File: src/rtl/rf_writeback_unit.sv
// RF write-port arbiter: ALU results win, LSU results queue in an in-order FIFO; tracks pending long-op destinations.
// One cycle ALU->wb_*, two cycles minimum LSU accept->wb_*; lsu_ready drops only when the FIFO is full.

// Generic synchronous FIFO, registered level, no pass-through.
// Push visible at the head one edge later; push ignored while full, pop ignored while empty.
module fifo #(
  parameter int WIDTH = 8,
  parameter int DEPTH = 4
) (
  input  logic                   clk,
  input  logic                   rst,
  input  logic                   push_vld,
  input  logic [WIDTH-1:0]       push_dat,
  input  logic                   pop_vld,
  output logic [WIDTH-1:0]       pop_dat,
  output logic                   full,
  output logic                   empty,
  output logic [$clog2(DEPTH):0] level
);
  localparam int AW = $clog2(DEPTH);
  localparam int DEPTH_I = DEPTH;
  localparam logic [AW:0] FULL_LEVEL = DEPTH_I[AW:0];

  logic [WIDTH-1:0] mem [DEPTH];
  logic [AW-1:0]    wr_ptr;
  logic [AW-1:0]    rd_ptr;
  logic             do_push;
  logic             do_pop;

  assign full    = (level == FULL_LEVEL);
  assign empty   = (level == '0);
  assign do_push = push_vld & ~full;
  assign do_pop  = pop_vld & ~empty;
  assign pop_dat = mem[rd_ptr];

  // Storage needs no reset: level gates every read.
  always_ff @(posedge clk) begin
    if (do_push) mem[wr_ptr] <= push_dat;
  end

  always_ff @(posedge clk or posedge rst) begin
    if (rst) begin
      wr_ptr <= '0;
      rd_ptr <= '0;
      level  <= '0;
    end else begin
      if (do_push) wr_ptr <= wr_ptr + 1'b1;
      if (do_pop)  rd_ptr <= rd_ptr + 1'b1;
      case ({do_push, do_pop})
        2'b10:   level <= level + 1'b1;
        2'b01:   level <= level - 1'b1;
        default: level <= level;
      endcase
    end
  end
endmodule

module rf_writeback_unit #(
  parameter int XLEN  = 32,
  parameter int DEPTH = 4
) (
  input  logic                   clk,
  input  logic                   rst,
  input  logic                   alu_valid,
  input  logic [4:0]             alu_rd,
  input  logic [XLEN-1:0]        alu_data,
  input  logic                   lsu_valid,
  output logic                   lsu_ready,
  input  logic [4:0]             lsu_rd,
  input  logic [XLEN-1:0]        lsu_data,
  input  logic                   claim_valid,
  input  logic [4:0]             claim_rd,
  output logic [31:0]            busy_mask,
  output logic                   wb_we,
  output logic [4:0]             wb_rd,
  output logic [XLEN-1:0]        wb_data,
  output logic [$clog2(DEPTH):0] fifo_level,
  output logic                   err_waw
);
  typedef struct packed {
    logic [4:0]      rd;
    logic [XLEN-1:0] data;
  } wb_entry_t;

  wb_entry_t   push_ent;
  wb_entry_t   head_ent;
  logic        fifo_full;
  logic        fifo_empty;
  logic        fifo_push;
  logic        fifo_pop;
  logic        wb_from_lsu;
  logic [31:0] busy_nxt;

  assign lsu_ready = ~fifo_full;
  // x0 loads complete the handshake but never occupy a slot.
  assign fifo_push = lsu_valid & lsu_ready & (lsu_rd != 5'd0);
  assign fifo_pop  = ~alu_valid & ~fifo_empty;
  assign push_ent  = '{rd: lsu_rd, data: lsu_data};

  fifo #(
    .WIDTH($bits(wb_entry_t)),
    .DEPTH(DEPTH)
  ) u_lsu_fifo (
    .clk      (clk),
    .rst      (rst),
    .push_vld (fifo_push),
    .push_dat (push_ent),
    .pop_vld  (fifo_pop),
    .pop_dat  (head_ent),
    .full     (fifo_full),
    .empty    (fifo_empty),
    .level    (fifo_level)
  );

  always_ff @(posedge clk or posedge rst) begin
    if (rst) begin
      wb_we       <= 1'b0;
      wb_rd       <= '0;
      wb_data     <= '0;
      wb_from_lsu <= 1'b0;
    end else if (alu_valid) begin
      wb_we       <= (alu_rd != 5'd0);
      wb_from_lsu <= 1'b0;
      if (alu_rd != 5'd0) begin
        wb_rd   <= alu_rd;
        wb_data <= alu_data;
      end
    end else if (!fifo_empty) begin
      wb_we       <= 1'b1;
      wb_from_lsu <= 1'b1;
      wb_rd       <= head_ent.rd;
      wb_data     <= head_ent.data;
    end else begin
      wb_we       <= 1'b0;
      wb_from_lsu <= 1'b0;
    end
  end

  // Only queued long-op writes retire reservations; a same-edge claim overrides the clear.
  always_comb begin
    busy_nxt = busy_mask;
    if (wb_we && wb_from_lsu) busy_nxt[wb_rd] = 1'b0;
    if (claim_valid)          busy_nxt[claim_rd] = 1'b1;
    busy_nxt[0] = 1'b0;
  end

  always_ff @(posedge clk or posedge rst) begin
    if (rst) begin
      busy_mask <= '0;
      err_waw   <= 1'b0;
    end else begin
      busy_mask <= busy_nxt;
      if (alu_valid && busy_mask[alu_rd]) err_waw <= 1'b1;
    end
  end
endmodule

File: config.mk
export PLATFORM = sky130hd
export DESIGN_NAME = rf_writeback_unit
export DESIGN_NICKNAME = d
export VERILOG_FILES = /design/src/rtl/rf_writeback_unit.sv
export SDC_FILE = /design/constraint.sdc
export NUM_CORES = 1
export LEC_CHECK = 0
export CORE_MARGIN = 5
export CORE_UTILIZATION = 50
export DETAILED_ROUTE_END_ITERATION = 12
export PLACE_DENSITY = 0.76
export SLEW_MARGIN = 20
export SYNTH_ARGS = -nofsm -noshare
export SYNTH_HDL_FRONTEND = slang
export SYNTH_SLANG_ARGS = --single-unit
File: constraint.sdc
create_clock -name clk -period 7 [get_ports clk]
set_input_delay 1.75 -clock clk [delete_from_list [all_inputs] [get_ports clk]]
set_output_delay 1.75 -clock clk [all_outputs]
set_load 0.02 [all_outputs]
run_1/cell_classes.png
Fill, decap, tap and diode cells in grey.
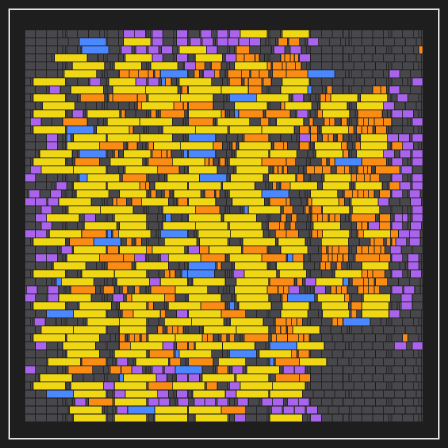
[clock drivers and dummy loads] blue | cells: 41
[other buffers and delay cells] purple | cells: 160
[flip-flops] yellow | cells: 226
[all other logic] orange | cells: 302
core area: 18,020 um^2
sequential share of cell area: 55.31%
Layout Utilization: 64.18%

run_1/zoom.png
Scale bar: 20 um. Window x 11 to 61, y 11 to 61 um. Cells in grey, sequential cells in the stronger grey; small squares are vias.
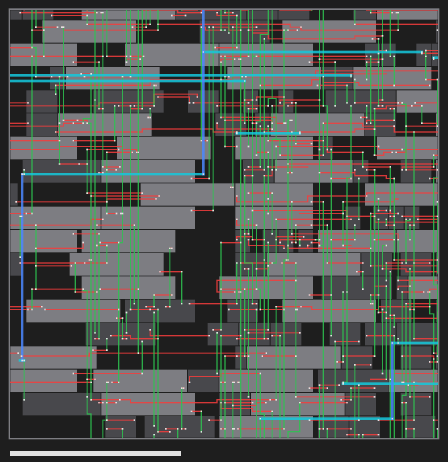
[met4] blue
[met1] red
[met3] cyan
[met2] green
cells with their middle in the window: 99
netlist names of flops here include: u_lsu_fifo.mem (33), wb_data (8)
most frequent: edfxtp_1 (33), clkdlybuf4s50_1 (20)
sequential cells in the window: 41

run_1/final_placement.png
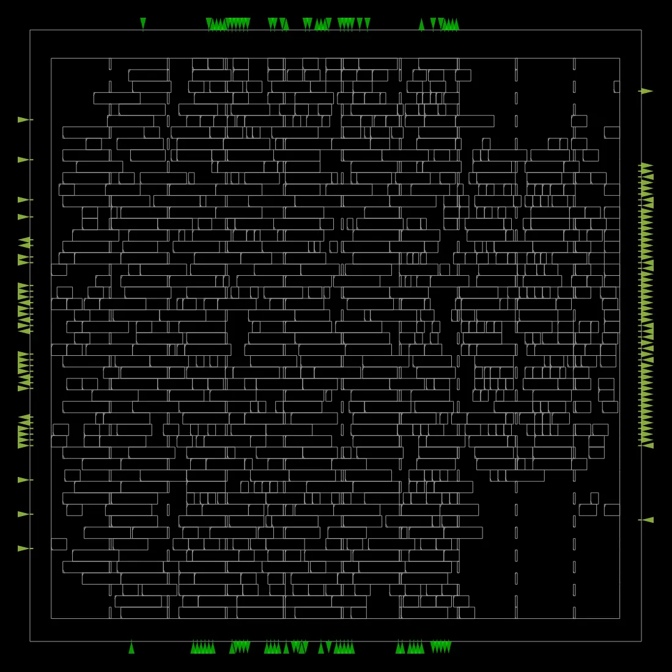
Tap Cells: 229
fill count: 1,246
Seq Cell Count: 226
Final Non-Filler Cells: 958
Cell Rows: 49

==> run 1: logic make-up after synthesis <==
family / Yosys count / synth area share [%]
flip-flops: 226 / 69.73
AND-OR/OR-AND: 119 / 7.462
AND/OR/NAND/NOR: 86 / 5.143
multiplexers: 75 / 13.95
buffers and inverters: 39 / 2.196
adder cells (fa/ha/maj): 6 / 0.9003
XOR/XNOR: 6 / 0.5729
other: 1 / 0.04088
==> run 1: stage by stage <==
| step | util, % | cells |
|---|---|---|
| 3_5_place_dp | 60.41 | 917 |
| 5_1_grt | 64.18 | 958 |
| 3_3_place_gp | 60.41 | 917 |
| 2_1_floorplan | - | 558 |
| 4_1_cts | 64.16 | 958 |
| 6_report | 64.18 | 958 |
==> run 1: metal layers <==
metal / routed length, um / up-vias / GRT usage [%]
met3: 1668 / 45 / 4.422
met4: 406 / 0 / 4.244
met1: 8155 / 2845 / 24.06
met2: 11350 / 248 / 36.19
li1: - / 2491 / -
met5: 0 / - / 0
==> run 1: cell type report <==
class                           instances  area, um^2
Sequential cell                       226        6399
Clock buffer                           32       634.4
Tap cell                              229       286.5
Fill cell                            1246        6456
Inverter                                9       35.03
Timing Repair Buffer                  160        1593
Clock inverter                          9       41.29
Multi-Input combinational cell        293        2580
==> run 1: worst paths after layout <==
kind	cells past startpoint	end	start	slack, ns
min in group asynchronous	3	busy_mask[31]	rst	1.79
setup / recovery	10	u_lsu_fifo.level[2]	alu_valid	2.56
hold / removal	1	err_waw	err_waw	0.48
setup reg to reg	9	u_lsu_fifo.level[2]	u_lsu_fifo.level[0]	3.80
hold reg to reg	1	err_waw	err_waw	0.48
max in group asynchronous	3	u_lsu_fifo.rd_ptr[0]	rst	4.68
==> run 1: power breakdown <==
part           switching (W)  total (W)  internal (W)
combinational       0.000777    0.00154      0.000759
clock               0.000471    0.00110      0.000631
sequential          0.000289    0.00210       0.00181
total                0.00154    0.00474       0.00320
==> run 1: registers in the layout, summed over array words and instances, names as in the netlist <==
name and flops:
busy_mask 31, err_waw 1, u_lsu_fifo.level 3, u_lsu_fifo.mem 148
u_lsu_fifo.rd_ptr 2, u_lsu_fifo.wr_ptr 2, wb_data 32, wb_from_lsu 1
wb_rd 5, wb_we 1
==> run 1: cell usage in the layout (no fill, tap or decap), types with 4 or more instances in the layout <==
| cell | instances |
|---|---|
| nor2_1 | 24 |
| ha_1 | 5 |
| a21oi_1 | 13 |
| o2bb2ai_1 | 13 |
| nand3b_1 | 9 |
| clkinv_2 | 7 |
| inv_1 | 7 |
| clkdlybuf4s50_1 | 156 |
| mux4_2 | 42 |
| or3b_2 | 4 |
| and2_2 | 4 |
| clkbuf_1 | 7 |
| nand2_1 | 8 |
| clkinv_1 | 4 |
| nand3_1 | 25 |
| xnor2_1 | 4 |
| mux2i_1 | 30 |
| clkbuf_16 | 24 |
| dfrtp_1 | 76 |
| o21ai_0 | 81 |
| edfxtp_1 | 148 |
==> results.json, run 1 <==
{
  "outcome": "complete, no violations",
  "ys_chip_area_um2": 9173,
  "warnings": 29,
  "routedWlPerCell_um": 22.53,
  "async_flop_share_pct": 34.51,
  "yosys.cell_types.count": 43,
  "cp.buffers_inverters": 4,
  "hold_path.class": "flip-flop to flip-flop",
  "maxCapViolations": 0,
  "final-setup-viol-count": 0,
  "crit_fanout": 41,
  "setup.worst_path.start_class": "input port",
  "wirelength_mm": 21.58,
  "area_growth_pct": 26.12,
  "htreeDepth": 1,
  "area_leaders": "edfxtp_1 48%, dfrtp_1 21%, mux4_2 10%",
  "grt_antenna_before_repair": 0,
  "cts_tree": "yes",
  "die_w_um": 145.4,
  "yosysTopAreaCellShare_pct": 48.45,
  "critPathTopFamily": "buffers and inverters",
  "top_cells_by_count": "148 x edfxtp_1, 81 x o21ai_0, 78 x dfrtp_1",
  "skew_ns": 0.008639,
  "ys_warn_count": 0
}
==> run 1 -> run 2 <==
clock period = 4.3 ns   (was 7 ns; I/O delays follow)
==> run 2 against run 1 <==
Effect of this change: sequential share of layout area is 0.46 points lower; global-route usage rose by 0.59 points; final area grew 0.83%; first-iteration DRC count grew 0.47%; combinational power grew 61%; sequential power is 65% higher; sequential cell count is the same; clock-buffer cell count grew 1; clock power increased by 75%; utilization rose by 0.53 points.
==> results.json, run 2 <==
{
  "setup.worst_path.start_class": "input port",
  "mux_share_pct": 13.95,
  "grt_antenna_before_repair": 0,
  "topCombFamilyByArea": "multiplexers",
  "ys_warn_count": 0,
  "largest_reg_flops": 148,
  "mostFrequentLayoutCell": "clkdlybuf4s50_1",
  "yosysTopAreaCellShare_pct": 48.45,
  "row_count": 49,
  "cts_tree": "yes",
  "worstHoldStart": "wb_data[6]",
  "outcome": "complete, no violations",
  "area_leaders": "edfxtp_1 48%, dfrtp_1 21%, mux4_2 10%",
  "final-setup-viol-count": 0,
  "top_cells_by_count": "148 x edfxtp_1, 81 x o21ai_0, 78 x dfrtp_1",
  "r2r-start": "u_lsu_fifo.level[0]",
  "crit_fanout": 7,
  "fp.coreArea_um2": 18020,
  "hold_path.class": "flip-flop to flip-flop",
  "async_flop_share_pct": 34.51,
  "aoi_share_pct": 7.461,
  "yosys.cell_types.count": 43,
  "reg.largest.list": "u_lsu_fifo.mem: 148 flops, wb_data: 32 flops, busy_mask: 31 flops",
  "ys_sh_adder_pct": 0.9003
}
==> run 2: layer usage <==
layer | track usage [%] | share of wire (%)
met3 | 4.360 | 7.3
met4 | 6.250 | 2.5
met2 | 34.82 | 51
met1 | 26.32 | 39
met5 | 0 | 0
==> run 2: area by class of cell <==
cell class / instances / area (um^2)
tap: 229 / 286.5
clock inverter: 9 / 51.30
clock buffer: 33 / 694.4
sequential: 226 / 6399
inverter: 9 / 35.03
timing repair buffer: 164 / 1619
fill: 1265 / 6360
multi-input combinational: 293 / 2580
==> run 2: report_power, final <==
part / switching [W] / leakage, nW / internal [W] / total (W)
clock: 0.000796 / 0.377 / 0.00113 / 0.00192
sequential: 0.000504 / 2.22 / 0.00295 / 0.00346
combinational: 0.00124 / 1.53 / 0.00124 / 0.00248
total: 0.00254 / 4.13 / 0.00532 / 0.00786
==> run 2: worst max-delay path, cell delays in order <==
cell and delay (ns):
clkdlybuf4s50_1 0.48, or4_1 0.56, o211a_1 0.30, inv_1 0.08, ha_1 0.18, inv_1 0.06
fa_1 0.37, xor2_1 0.15, nor2_1 0.11, xor2_1 0.15
==> run 2: final timing paths <==
kind                       depth (start not counted)  slack (ns)                   to
setup / recovery                                  10        1.21  u_lsu_fifo.level[2]
hold / removal                                     1        0.49           wb_data[6]
setup reg to reg                                  10        1.60  u_lsu_fifo.level[2]
hold reg to reg                                    1        0.49           wb_data[6]
max in group asynchronous                          3        2.46        busy_mask[22]
min in group asynchronous                          2        1.02        busy_mask[31]
==> run 2: cells by family (layout without fill, tap and decap cells) <==
kind of cell,after synthesis,in the layout
buffers and inverters,39,215
adder cells (fa/ha/maj),6,6
AND/OR/NAND/NOR,86,86
XOR/XNOR,6,6
AND-OR/OR-AND,119,119
other,1,1
multiplexers,75,75
flip-flops,226,226
==> run 2: through the flow <==
step | std cells | setup slack [ns] | utilization, % | hold slack [ns]
final | 963 | 1.211 | 64.72 | 0.4918
after global routing | 963 | 1.079 | 64.72 | 0.5131
after CTS | 963 | 1.215 | 64.72 | 0.4923
after detailed placement | 921 | 0.7009 | 60.58 | 0.4732
after global placement | 921 | 0.7979 | 60.58 | 0.4554
after floorplan | 558 | 1.230 | - | 0.5339
run_2/cell_classes.png
Fill, decap, tap and diode cells in grey.
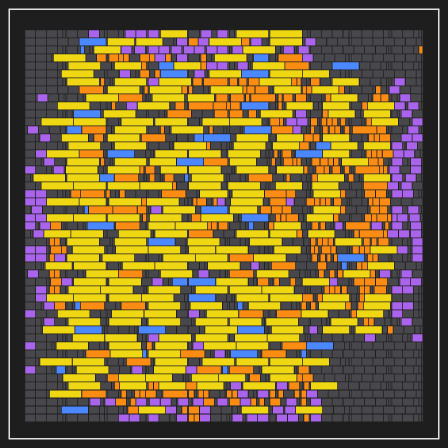
[other buffers and delay cells] purple | cells: 164
[all other logic] orange | cells: 302
[clock drivers and dummy loads] blue | cells: 42
[flip-flops] yellow | cells: 226
sequential share of cell area: 54.85%
Layout Utilization: 64.72%
Final Cell Area: 11,660 um^2

run_2/wire_density.png
Scale bar: 50 um. 29 x 29 tiles, from black (low) to pale yellow (high), scaled to the fullest tile. Values are wire area over tile area, all layers added.
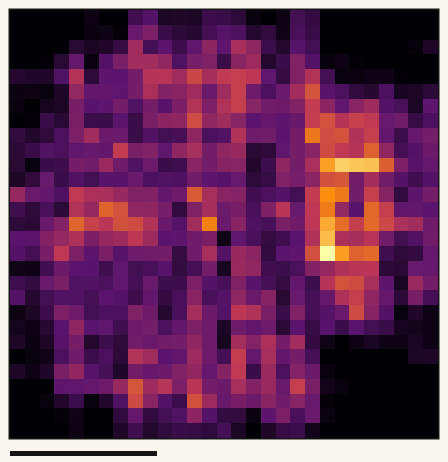
fullest tile: 0.69
densest ninth of the die: middle right
nearly empty tiles: 14%
tiles over half the peak: 7.7%
emptiest ninth of the die: lower right
DRT Wirelength: 21.91 mm
routed len/inst: 22.75 um
Vias: 5,691
Total Routing Usage GR: 20.36%

==> run 2 -> run 3 <==
clock period = 3 ns   (was 4.3 ns; I/O delays follow)
==> run 3 against run 2 <==
Effect of this change: final area is 1.0% higher; combinational power up 49%; utilization increased by 0.67 points; clock-buffer cell count is 1 higher; sequential cell count did not move; critical path depth unchanged; critical endpoint unchanged; register-to-register slack got worse by 0.58 ns.
==> results.json, run 3 <==
{
  "critical_path.max_stage_delay_ns": 0.52,
  "switching_power_w": 0.003578,
  "crit_fanout": 2,
  "cts_tree": "yes",
  "ys_chip_area_um2": 9173,
  "row_count": 49,
  "final-setup-viol-count": 0,
  "met2_length_mm": 11.23,
  "xor_share_pct": 0.5729,
  "async_flop_share_pct": 34.51,
  "switching_share_pct": 31.89,
  "aoi_share_pct": 7.461,
  "top_layer": "met4",
  "path_cells": "clkdlybuf4s50_1 -> or4_1 -> o211a_1 -> inv_1 -> ha_1 -> inv_1 -> fa_1 -> xor2_1 -> nor2_1 -> xor2_1",
  "clkPwrFrac_pct": 23.7,
  "die_w_um": 145.4,
  "largest_register": "u_lsu_fifo.mem",
  "logic_area_um2": 2580,
  "htreeDepth": 1,
  "maxCapViolations": 0,
  "area_growth_pct": 28.48,
  "mux_share_pct": 13.95,
  "topCombFamilyByArea": "multiplexers",
  "nNetsFinal": 826,
  "largest_reg_flops": 148,
  "whs_ns": 0.4931,
  "p_seq_share_pct": 43.4,
  "layout_top_cells": "156 x clkdlybuf4s50_1, 148 x edfxtp_1, 81 x o21ai_0",
  "fin_cells": 980,
  "outcome": "complete, no violations",
  "dpl.cell_count": 940,
  "synthSimpleGateAreaFrac_pct": 5.143,
  "fmax_ghz": 0.3874,
  "pwr-share-comb_pct": 32.9,
  "ys_sh_adder_pct": 0.9003,
  "reg2reg_slack_ns": 1.02,
  "hold_path.class": "flip-flop to flip-flop",
  "grt_antenna_before_repair": 0,
  "yosys.cell_types.count": 43,
  "fp.coreArea_um2": 18020,
  "mostFrequentLayoutCell": "clkdlybuf4s50_1",
  "skew_ns": 0.01380,
  "regArea_um2": 6399,
  "nFillCells": 1247,
  "top_cells_by_count": "148 x edfxtp_1, 81 x o21ai_0, 78 x dfrtp_1",
  "reg.largest.list": "u_lsu_fifo.mem: 148 flops, wb_data: 32 flops, busy_mask: 31 flops",
  "internal_power_w": 0.007642,
  "dr_wl_met3_mm": 1.531,
  "area_leaders": "edfxtp_1 48%, dfrtp_1 21%, mux4_2 10%"
}
## run 3: cell count changes in the layout (fill, tap and decap cells not counted)
| cell | before | now |
|---|---|---|
| clkbuf_1 | 3 | 8 |
| clkbuf_8 | 6 | 3 |
| clkbuf_16 | 24 | 23 |
| clkinv_1 | 2 | 4 |
| clkinv_2 | 7 | 3 |
| buf_4 | 7 | 24 |
| bufinv_16 | 0 | 1 |
| inv_6 | 2 | 0 |
| buf_12 | 0 | 2 |
## run 3: final cells by class
class	count	area share (%)
clock buffer	34	5.489
clock inverter	6	0.4353
inverter	9	0.2973
multi-input combinational	293	21.89
sequential	226	54.29
tap	229	2.431
timing repair buffer	183	15.16
## run 3: worst paths after layout
path                                startpoint                  end  cells past startpoint
setup reg to reg           u_lsu_fifo.level[0]          wb_data[12]                      6
hold / removal                         err_waw              err_waw                      1
max in group asynchronous                  rst          wb_data[13]                      3
setup / recovery                     lsu_rd[0]  u_lsu_fifo.level[2]                     10
min in group asynchronous                  rst        busy_mask[13]                      2
hold reg to reg                        err_waw              err_waw                      1
## run 3: logic make-up after synthesis
| family | after synthesis |
|---|---|
| adder cells (fa/ha/maj) | 6 |
| flip-flops | 226 |
| XOR/XNOR | 6 |
| buffers and inverters | 39 |
| multiplexers | 75 |
| other | 1 |
| AND/OR/NAND/NOR | 86 |
| AND-OR/OR-AND | 119 |
## run 3: worst max-delay path, delay by kind of cell
family	cells	cell delay [ns]
simple gates	2	0.63
fa+ha+maj	2	0.55
buf+inv	3	0.53
xor+xnor	2	0.31
compound gates	1	0.24
## run 3: power groups by stage
stage	Combinational, W	Clock, W	Sequential (W)
6_report	0.00370	0.00266	0.00487
5_1_grt	0.00396	0.00283	0.00497
4_1_cts	0.00375	0.00271	0.00487
3_5_place_dp	0.00372	0	0.00493
3_3_place_gp	0.00364	0	0.00486
2_1_floorplan	0.00179	0	0.00513
## run 3: through the flow
step / setup WS (ns) / total power [W] / instance area (um^2) / setup TNS (ns) / util, %
3_5_place_dp: -0.1071 / 0.008649 / 11090 / -0.1071 / 61.51
4_1_cts: 0.4103 / 0.01132 / 11790 / 0 / 65.38
2_1_floorplan: 0.2550 / 0.006920 / 9173 / 0 / -
6_report: 0.4187 / 0.01122 / 11790 / 0 / 65.38
3_3_place_gp: -0.02334 / 0.008499 / 11090 / -0.02334 / 61.51
5_1_grt: 0.3115 / 0.01176 / 11790 / 0 / 65.38
## run 3: metal layers
| layer | GRT usage [%] | vias up |
|---|---|---|
| met5 | 0 | - |
| met4 | 5.084 | 0 |
| met3 | 3.706 | 36 |
| met2 | 36.25 | 253 |
| met1 | 26.58 | 2918 |
| li1 | - | 2530 |
run_3/wire_density.png
Scale bar: 50 um. 29 x 29 tiles, from black (low) to pale yellow (high), scaled to the fullest tile. Values are wire area over tile area, all layers added.
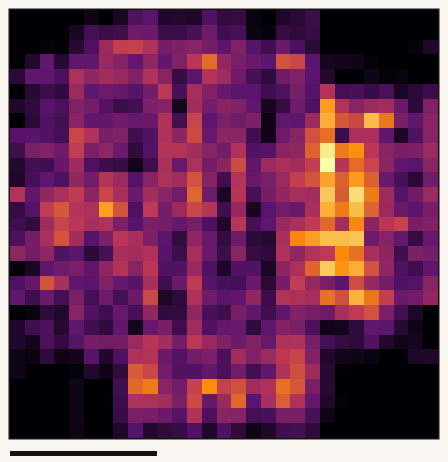
nearly empty tiles: 14%
densest ninth of the die: middle right
tiles over half the peak: 11%
Total Routing Usage GR: 20.55%
Vias: 5,737
DRT Wirelength: 21.98 mm
routed len/inst: 22.43 um

run_3/zoom.png
Scale bar: 20 um. Window x 11 to 61, y 11 to 61 um. Cells in grey, sequential cells in the stronger grey; small squares are vias.
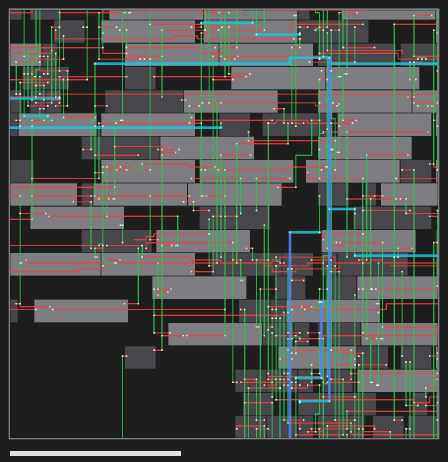
[met4] blue
[met3] cyan
[met2] green
[met1] red
sequential cells in the window: 33
most frequent: edfxtp_1 (31), clkdlybuf4s50_1 (16)
netlist names of flops here include: u_lsu_fifo.mem (31), wb_data (2)
cells with their middle in the window: 84

Power and IR drop assume default switching activity.
